**Sequential cells colored by netlist name**

Other sequential cells in the stronger gray, the rest of the logic in the fainter gray.
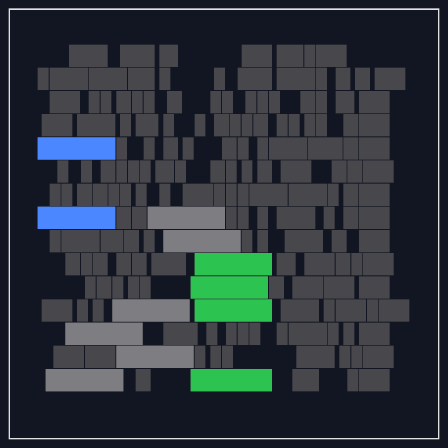
**Clock distribution**

Scale bar: 20 um.
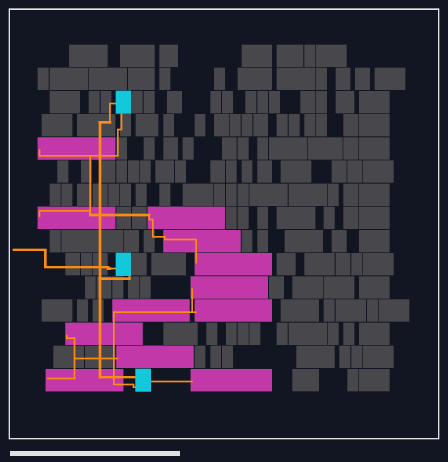
**Clock routing**

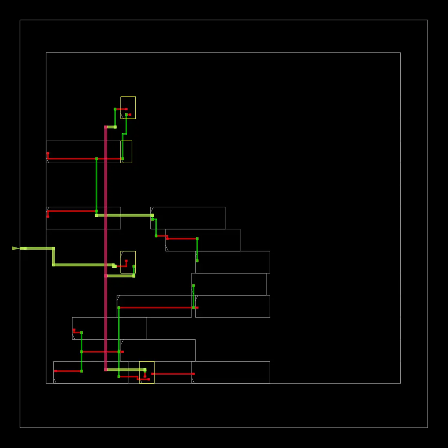
**Routed metal per tile**

The die is cut into 10 by 10 equal tiles; dark blue is low, red is high, scaled to the fullest tile. Values are wire area over tile area, all layers added.
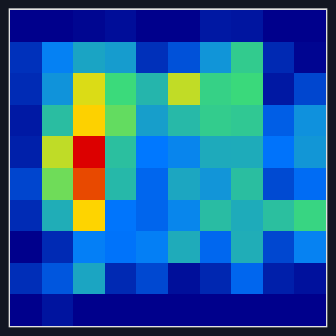
$ cat config.mk
export PLATFORM = sky130hd
export DESIGN_NAME = bird_position
export DESIGN_NICKNAME = d
export VERILOG_FILES = /design/src/rtl/bird_position.sv
export SDC_FILE = /design/constraint.sdc
export NUM_CORES = 1
export LEC_CHECK = 0
export ABC_AREA = 1
export ABC_CLOCK_PERIOD_IN_PS = 3500
export CORE_MARGIN = 3
export CORE_UTILIZATION = 55
export CTS_BUF_LIST = sky130_fd_sc_hd__clkbuf_2
export DETAILED_ROUTE_END_ITERATION = 7
export PLACE_DENSITY_LB_ADDON = 0.1
export SLEW_MARGIN = 40
export SYNTH_ARGS = -nofsm -noshare
export SYNTH_HDL_FRONTEND = slang
export SYNTH_SLANG_ARGS = --single-unit
$ cat constraint.sdc
create_clock -name clk -period 3.5 [get_ports clk]
set_clock_uncertainty 0.15 [all_clocks]
set_input_delay 0.7 -clock clk [delete_from_list [all_inputs] [get_ports clk]]
set_output_delay 0.7 -clock clk [all_outputs]
set_load 0.03 [all_outputs]
$ cat src/rtl/bird_position.sv
// bird_position: turns rising edges of the slow game tick into game steps and
// moves the bird one row per step. A flap makes the bird climb FLAP_ROWS rows;
// otherwise it falls one row per step. Reaching the bottom row is a crash,
// and the crash holds until reset.
module bird_position #(
    parameter int ROWS      = 16,
    parameter int ROW_W     = 4,
    parameter int START_ROW = 8,
    parameter int FLAP_ROWS = 2
) (
    input  logic             clk,
    input  logic             reset,
    input  logic             tick,
    input  logic             flap,
    output logic [ROW_W-1:0] bird_row,
    output logic [ROWS-1:0]  row_onehot,
    output logic             running,
    output logic             crash
);

    // rise_left never exceeds FLAP_ROWS-1; keep at least one bit
    localparam int RL_W = (FLAP_ROWS > 1) ? $clog2(FLAP_ROWS) : 1;
    localparam logic [RL_W-1:0]  RISE_INIT = RL_W'(FLAP_ROWS - 1);
    localparam logic [ROW_W-1:0] ROW_START = ROW_W'(START_ROW);
    localparam logic [ROW_W-1:0] ROW_BOT   = ROW_W'(ROWS - 1);

    typedef enum logic [1:0] {
        IDLE = 2'd0,
        RISE = 2'd1,
        FALL = 2'd2,
        DEAD = 2'd3
    } state_e;

    state_e            state_q, state_d;
    logic [ROW_W-1:0]  row_q, row_d;
    logic [RL_W-1:0]   rise_left_q, rise_left_d;
    logic              flap_pending_q, flap_pending_d;
    logic              tick_q;
    logic              flap_s1_q, flap_s2_q, flap_s3_q;

    logic              tick_rise;
    logic              flap_rise;
    logic              flap_any;
    logic [ROW_W-1:0]  row_up;
    logic [ROW_W-1:0]  row_down;

    // Edge detectors: a tick already high when reset releases counts as a rise
    // because tick_q comes out of reset at 0.
    assign tick_rise = tick & ~tick_q;
    assign flap_rise = flap_s2_q & ~flap_s3_q;
    assign flap_any  = flap_pending_q | flap_rise;

    // Climbing saturates at the top row; there is no ceiling crash.
    assign row_up   = (row_q == '0) ? '0 : row_q - 1'b1;
    assign row_down = row_q + 1'b1;

    // Input capture: tick delay for edge detect, flap through a 3-flop synchronizer
    always_ff @(posedge clk or negedge reset) begin
        if (!reset) begin
            tick_q    <= 1'b0;
            flap_s1_q <= 1'b0;
            flap_s2_q <= 1'b0;
            flap_s3_q <= 1'b0;
        end else begin
            tick_q    <= tick;
            flap_s1_q <= flap;
            flap_s2_q <= flap_s1_q;
            flap_s3_q <= flap_s2_q;
        end
    end

    // Game state register
    always_ff @(posedge clk or negedge reset) begin
        if (!reset) begin
            state_q        <= IDLE;
            row_q          <= ROW_START;
            rise_left_q    <= '0;
            flap_pending_q <= 1'b0;
        end else begin
            state_q        <= state_d;
            row_q          <= row_d;
            rise_left_q    <= rise_left_d;
            flap_pending_q <= flap_pending_d;
        end
    end

    // Next-state: a flap seen between ticks is remembered until the next tick
    // consumes it; all movement happens only on a tick edge.
    always_comb begin
        state_d        = state_q;
        row_d          = row_q;
        rise_left_d    = rise_left_q;
        flap_pending_d = flap_pending_q;

        if (tick_rise)
            flap_pending_d = 1'b0;
        else if (flap_rise)
            flap_pending_d = 1'b1;

        if (tick_rise) begin
            unique case (state_q)
                IDLE: begin
                    if (flap_any) begin
                        row_d       = row_up;
                        rise_left_d = RISE_INIT;
                        state_d     = RISE;
                    end
                end
                RISE: begin
                    if (flap_any) begin
                        row_d       = row_up;
                        rise_left_d = RISE_INIT;
                    end else if (rise_left_q != '0) begin
                        row_d       = row_up;
                        rise_left_d = rise_left_q - 1'b1;
                    end else begin
                        row_d       = row_down;
                        state_d     = (row_down == ROW_BOT) ? DEAD : FALL;
                    end
                end
                FALL: begin
                    if (flap_any) begin
                        row_d       = row_up;
                        rise_left_d = RISE_INIT;
                        state_d     = RISE;
                    end else begin
                        row_d       = row_down;
                        state_d     = (row_down == ROW_BOT) ? DEAD : FALL;
                    end
                end
                DEAD: ;
                default: ;
            endcase
        end

        // A crashed bird is frozen and ignores flaps entirely
        if (state_q == DEAD) begin
            state_d        = DEAD;
            row_d          = row_q;
            flap_pending_d = 1'b0;
        end
    end

    // Outputs are pure decodes of registered state
    assign bird_row   = row_q;
    assign row_onehot = ROWS'(1) << row_q;
    assign running    = (state_q == RISE) || (state_q == FALL);
    assign crash      = (state_q == DEAD);

endmodule

==> CHANGELOG.md <==
## Flow update

- Status: finished, final reports clean
- DP Area: roughly 1300 um^2
- Cell count in the Yosys report: 151
- Design area: 1354 um^2
- Data required time of the worst path: between 2 and 3 ns
- Die area: 2526 um^2
- Final Cycle Share: 0.8732
- Worst R2R Path Depth: 7
- Pwr/cell area: about 850 nW/um^2
- Vias in the first global route: around 970
- RR Startpoint: state_q[0]
- Chip area in the Yosys report: roughly 1100 um^2
- HP Start: flap_s1_q
- Min-Delay Path Class: register to register
- Post-CTS sizing: 0
- Num rows: 15
- Core area: 1783 um^2
- Sw frac: 0.5620
- Startpoint types: register
- Iter 0 DRT Violations: 18
- Static leakage: between 0.6 and 0.7 nW
- RR Endpoint: bird_row[2]
- Sequential element share of the synthesized area: 0.2799
- VDD IR max: 602.8 uV
- Max-cap violation count: 0
- GPL Wtd Cong: 0.8723
- Drc violations: 0
- Setup Total Neg Slack: 0 ns
- FP Core Util: 0.6042
- Fill cell count: ~150
- DP HPWL: between 1500 and 2000 um
-- 'sequential cells colored by netlist name' (at the start) --
| signal | color | flops |
|---|---|---|
| state_q | blue | 2 |
| bird_row | green | 4 |
Seq area share: 0.2227
Final Core Density: 0.7593
Reg area: 301.5 um^2

-- 'clock distribution' (at the start) --
[flip-flops] magenta | count: 12
[clock wires] orange | length: 153 um
[clock-net drivers] cyan | count: 3
routed clock nets: 4
Worst-Skew Late Latency: 0.28 ns
Clk power: 0.0725 mW

-- 'clock routing' (at the start) --
Inserted Clock Buffers: 3
clk sinks: 12
num sequential: 12

-- 'routed metal per tile' (at the start) --
tiles over half the peak: 9.0%
mean over tiles: 0.16
nearly empty tiles: 18%
Vias: 1050
GRT Total Usage: 0.2164
post-DR wirelength/cell: 11.93 um

==> power by group through the flow <==
stage | combinational, mW | clock (mW) | sequential (mW)
after detailed placement | 0.791 | 0 | 0.272
after floorplan | 0.582 | 0 | 0.269
final | 0.802 | 0.0725 | 0.271
after global routing | 0.886 | 0.0856 | 0.280
after CTS | 0.799 | 0.0738 | 0.269
after global placement | 0.772 | 0 | 0.266
==> cell families (layout without fill, tap and decap cells) <==
family                   after synthesis  after routing  share of synthesized area
AND/OR/NAND/NOR                       89             89                     0.4030
buffers and inverters                 29             55                     0.1196
adder cells (fa/ha/maj)               13             13                     0.1510
flip-flops                            12             12                     0.2799
AND-OR/OR-AND                          7              7                    0.03832
XOR/XNOR                               1              1                   0.008132
==> area by class of cell <==
type	instances	share of cell area
multi-input combinational	110	0.4778
sequential	12	0.2227
timing repair buffer	25	0.1848
inverter	26	0.07763
tap	25	0.02311
clock buffer	3	0.01109
clock inverter	1	0.002773
==> worst max path at each step <==
stage	start	slack [ns]	to
2_1_floorplan	bird_row[0]	0.86	row_onehot[12]
3_3_place_gp	bird_row[0]	0.82	row_onehot[12]
3_5_place_dp	bird_row[0]	0.77	row_onehot[12]
4_1_cts	bird_row[0]	0.45	row_onehot[12]
5_1_grt	bird_row[0]	0.23	row_onehot[12]
6_report	bird_row[0]	0.44	row_onehot[12]
==> metrics by stage <==
| step | total power, mW | utilization | setup WS [ns] |
|---|---|---|---|
| 2_1_floorplan | 0.8506 | - | 0.8640 |
| 3_3_place_gp | 1.038 | 0.7488 | 0.8241 |
| 5_1_grt | 1.252 | 0.7593 | 0.2262 |
| 3_5_place_dp | 1.063 | 0.7488 | 0.7712 |
| 6_report | 1.145 | 0.7593 | 0.4438 |
| 4_1_cts | 1.142 | 0.7593 | 0.4508 |
==> worst max-delay path, stage by stage, from the launching register on <==
cell	delay, ns
dfrtp_1	0.48
inv_1	0.21
ha_1	0.26
inv_1	0.09
nor3_1	0.19
clkdlybuf4s50_1	0.69
==> synth_stat cells <==
| cell | count |
|---|---|
| nand2_1 | 43 |
| inv_1 | 19 |
| ha_1 | 13 |
| nand3_1 | 13 |
| dfrtp_1 | 11 |
| nor3_1 | 11 |
| nor2_1 | 10 |
| inv_2 | 5 |
| nand2_4 | 3 |
| o21ai_1 | 3 |
| nand3_2 | 2 |
| nand4_1 | 2 |
| nor2_4 | 2 |
| a21oi_1 | 1 |
| buf_2 | 1 |
| buf_4 | 1 |
| buf_6 | 1 |
| dfstp_2 | 1 |
| inv_4 | 1 |
| inv_6 | 1 |
| nand2_2 | 1 |
| nand3b_1 | 1 |
| nand4_2 | 1 |
| o211ai_1 | 1 |
| o21ai_0 | 1 |
| o21ai_2 | 1 |
| xnor2_1 | 1 |
==> flip-flops by register name, summed over array words and instances, names as in the netlist <==
register / cells
bird_row: 4
state_q: 2
flap_pending_q: 1
flap_s1_q: 1
flap_s2_q: 1
flap_s3_q: 1
rise_left_q: 1
tick_q: 1
==> layer usage <==
metal / vias to the layer above / GRT usage / wire length, um
met3: 5 / 0.03858 / 185
met4: 0 / 0.1244 / 48
li1: 527 / - / -
met2: 48 / 0.4239 / 1269
met1: 470 / 0.2041 / 905
met5: - / 0 / 0
Power is estimated from default activity; no workload was simulated.
